Cells colored by class:
Drawn at 4 px/um. Fill, decap, tap and diode cells in gray.
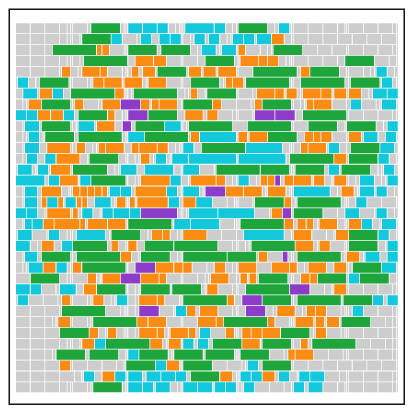
Cell density map:
Drawn at 3 px/um. The die is cut into 10 by 10 equal tiles; black is low, pale yellow is high, 0 to 100% covered.
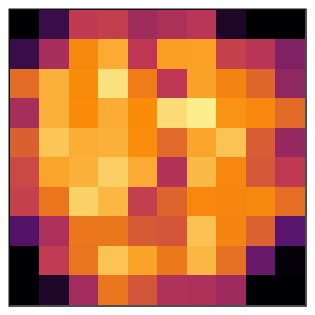
Clock wires, drivers and flops:
Drawn at 6 px/um.
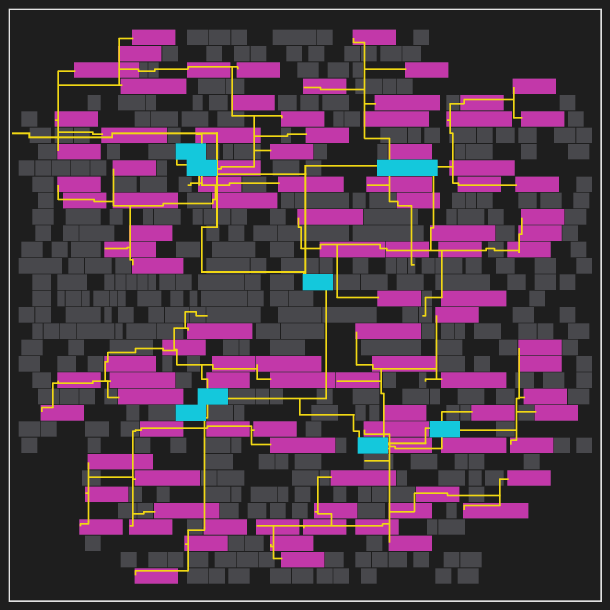
Layout detail:
Window x 37 to 62, y 37 to 62 um. Cells in gray, sequential cells in the stronger gray; small squares are vias.
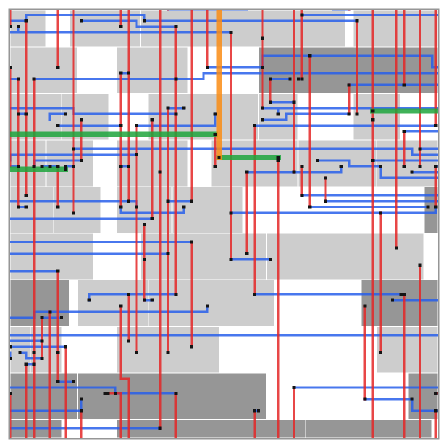
Clock routing:
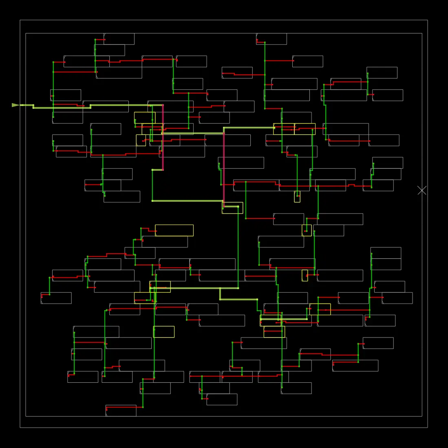
$ cat config.mk
export PLATFORM = sky130hd
export DESIGN_NAME = stream_word_packer
export DESIGN_NICKNAME = d
export VERILOG_FILES = /design/src/rtl/stream_pkg.sv /design/src/rtl/stream_word_packer.sv
export SDC_FILE = /design/constraint.sdc
export NUM_CORES = 1
export LEC_CHECK = 0
export CAP_MARGIN = 20
export CORE_UTILIZATION = 43
export CTS_CLUSTER_SIZE = 12
export DETAILED_ROUTE_END_ITERATION = 12
export GPL_ROUTABILITY_DRIVEN = 0
export PLACE_DENSITY = 0.72
export SLEW_MARGIN = 10
export SYNTH_ARGS = -nofsm -noshare
export SYNTH_HDL_FRONTEND = slang
export SYNTH_SLANG_ARGS = --single-unit
$ cat constraint.sdc
create_clock -name i_clk -period 1.6 [get_ports i_clk]
set_input_delay 0.32 -clock i_clk [delete_from_list [all_inputs] [get_ports i_clk]]
set_output_delay 0.32 -clock i_clk [all_outputs]
set_load 0.05 [all_outputs]
$ cat src/rtl/stream_pkg.sv
// Shared definitions for the stream packing stage: default packing ratio and the lane-keep mask helper.
package stream_pkg;

    localparam int RATIO_DEFAULT = 2;
    localparam int MASK_W        = 32;

    // Lanes 0..count-1 are kept; a count at or above ratio marks every lane of a full beat.
    function automatic logic [MASK_W-1:0] keep_mask(input int unsigned count, input int unsigned ratio);
        int unsigned lanes;
        lanes = (count >= ratio) ? ratio : count;
        if (lanes >= MASK_W)
            keep_mask = '1;
        else
            keep_mask = (MASK_W'(1) << lanes) - MASK_W'(1);
    endfunction

endpackage

$ cat src/rtl/stream_word_packer.sv
// Packs RATIO consecutive DATA_WIDTH-bit words into one wide beat; a flush emits a partial beat with a keep mask.
module stream_word_packer
    import stream_pkg::*;
#(
    parameter int DATA_WIDTH = 32,
    parameter int RATIO      = RATIO_DEFAULT
) (
    input  logic                        i_clk,
    input  logic                        i_rst,
    input  logic                        i_valid_s,
    output logic                        o_ready_s,
    input  logic [DATA_WIDTH-1:0]       i_datain,
    input  logic                        i_flush,
    output logic                        o_valid_m,
    input  logic                        i_ready_m,
    output logic [DATA_WIDTH*RATIO-1:0] o_dataout,
    output logic [RATIO-1:0]            o_keep,
    output logic                        o_pending
);

    localparam int              IDX_W    = $clog2(RATIO);
    localparam logic [IDX_W-1:0] LAST_IDX = IDX_W'(RATIO - 1);

    logic [DATA_WIDTH-1:0]       acc [RATIO];
    logic [IDX_W-1:0]            idx;
    logic                        flush_pend;
    logic                        slot_free;
    logic                        acc_en;
    logic                        flush_req;
    logic [IDX_W:0]              fill_cnt;
    logic [DATA_WIDTH*RATIO-1:0] beat_next;
    logic [RATIO-1:0]            keep_next;

    assign slot_free = ~o_valid_m | i_ready_m;
    assign o_ready_s = slot_free & ~flush_pend & ~i_rst;
    assign acc_en    = i_valid_s & o_ready_s;
    assign flush_req = i_flush | flush_pend;
    assign o_pending = (idx != '0);

    // A word accepted on the same edge as a flush or completion joins the outgoing beat.
    assign fill_cnt  = {1'b0, idx} + {{IDX_W{1'b0}}, acc_en};
    assign keep_next = RATIO'(keep_mask(32'(fill_cnt), 32'(RATIO)));

    always_comb begin
        beat_next = '0;
        for (int k = 0; k < RATIO; k++) begin
            if (IDX_W'(k) < idx)
                beat_next[k*DATA_WIDTH +: DATA_WIDTH] = acc[k];
            else if ((IDX_W'(k) == idx) && acc_en)
                beat_next[k*DATA_WIDTH +: DATA_WIDTH] = i_datain;
        end
    end

    always_ff @(posedge i_clk) begin
        if (i_rst) begin
            idx        <= '0;
            flush_pend <= 1'b0;
            o_valid_m  <= 1'b0;
            o_dataout  <= '0;
            o_keep     <= '0;
            for (int k = 0; k < RATIO; k++)
                acc[k] <= '0;
        end else begin
            if (o_valid_m && i_ready_m)
                o_valid_m <= 1'b0;

            if (acc_en) begin
                acc[idx] <= i_datain;
                if ((idx == LAST_IDX) || i_flush) begin
                    o_dataout  <= beat_next;
                    o_keep     <= keep_next;
                    o_valid_m  <= 1'b1;
                    idx        <= '0;
                    flush_pend <= 1'b0;
                end else begin
                    idx <= idx + IDX_W'(1);
                end
            end else if (flush_req) begin
                // Flushing an empty accumulator is dropped; otherwise wait for the output slot.
                if (idx == '0) begin
                    flush_pend <= 1'b0;
                end else if (slot_free) begin
                    o_dataout  <= beat_next;
                    o_keep     <= keep_next;
                    o_valid_m  <= 1'b1;
                    idx        <= '0;
                    flush_pend <= 1'b0;
                end else begin
                    flush_pend <= 1'b1;
                end
            end
        end
    end

endmodule

==> flow_summary_export.csv <==
group,metric,value,unit
global_routing,top_usage_layer,"met2",
worst_setup_path,startpoint_type,"register",
clocking,cts_made_buffers,9,
global_routing,grt_pass1_vias,3161,
worst_hold_path,hp-start,"i_rst",
status,violations,"design-rule violations, negative setup slack",
logic_synthesis,synth_cells,321,
layout,seq_cells,101,
power,seq_power,2.88,mW
route,drtPass1Iterations,10,
logic_synthesis,synthesis.area,0.003996,sq mm
status,status,"finished, violations left",
worst_hold_path,min_path_type,"in -> reg",
power,p_switching,1.643,mW
timing,setup_violations,2,
power,internal_power,4.041,mW
timing,fin_worst_skew,0.01094,ns
timing,setup_ws,-0.007383,ns
worst_setup_path,crit_start,"flush_pend",
logic_synthesis,synth_top_cell_by_count,"dfxtp_1",
route,drc_errors,1,
timing,finalCritPeriodShare,100.5,%
worst_hold_path,hold_end,"o_pending",
run,warnings,28,
clocking,cts_max_path_buffers,2,
logic_synthesis,area_leaders,"dfxtp_1 35%, edfxtp_1 24%, a211oi_2 9.7%",
power,vdd_drop_max,574.2,uV
global_routing,antenna_found_initial,0,
worst_setup_path,critPathSlowestCell,"dfxtp_4",
die,core_util_floorplan,45.16,%
worst_setup_path,r2r_start,"flush_pend",
timing,max_freq,622.1,MHz
place,post-place-ws,-0.6672,ns
worst_setup_path,crit_required,1.87,ns
logic_synthesis,synthTopCellsByCount,"69 x dfxtp_1, 36 x nor3_1, 33 x a22oi_1",
worst_setup_path,timing.rr.end,"o_dataout[29]",
layout,buffers_excl_clock,147,
route,wl_met1,5292,um
worst_setup_path,timing.critical_path.buf_inv,3,
worst_setup_path,end_kind,"register",
logic_synthesis,largest_area_cell,"dfxtp_1",
power,switching_share,28.90,%
logic_synthesis,muxShareOfSynthArea,0,%
layout,area_delta_synth_final,44.55,%
place,port_buffers,105,
die,num_rows,34,
logic_synthesis,syn-num-nets,358,
power,p_total,5.684,mW
die,io_pins,106,
layout,seq_area_share,40.74,%
layout,clk_share,3.400,%
die,taps,108,
-- 'cells colored by class' (at the start) --
color	class	cells	share of their area
purple	clock drivers and dummy loads	16	3.5%
orange	all other logic	191	29%
cyan	other buffers and delay cells	147	26%
green	flip-flops	101	42%

-- 'cell density map' (at the start) --
mean over tiles	58%
tiles over 75% full	28%
fullest tile	96%
nearly empty tiles	8.0%

-- 'clock wires, drivers and flops' (at the start) --
[cyan] cells driving clock nets | count: 9
[yellow] clock wires | length: 1050 um
[magenta] flip-flops | count: 101
routed clock nets	10
flops lie	all over the die

-- 'layout detail' (at the start) --
color	layer
red	met2
orange	met4
blue	met1
green	met3
most frequent	buf_4 (5), buf_6 (5), buf_12 (3)
netlist names of flops here include	`acc` (2), `o_dataout` (1)
sequential cells in the window	3
cells with their middle in the window	27

-- 'clock routing' (at the start) --
# clock sinks: 101
worst skew pair latency: 0.35 ns
Clk. pwr: 1.58 mW

Power figures rest on the tool's default switching activity, not on a simulated workload.
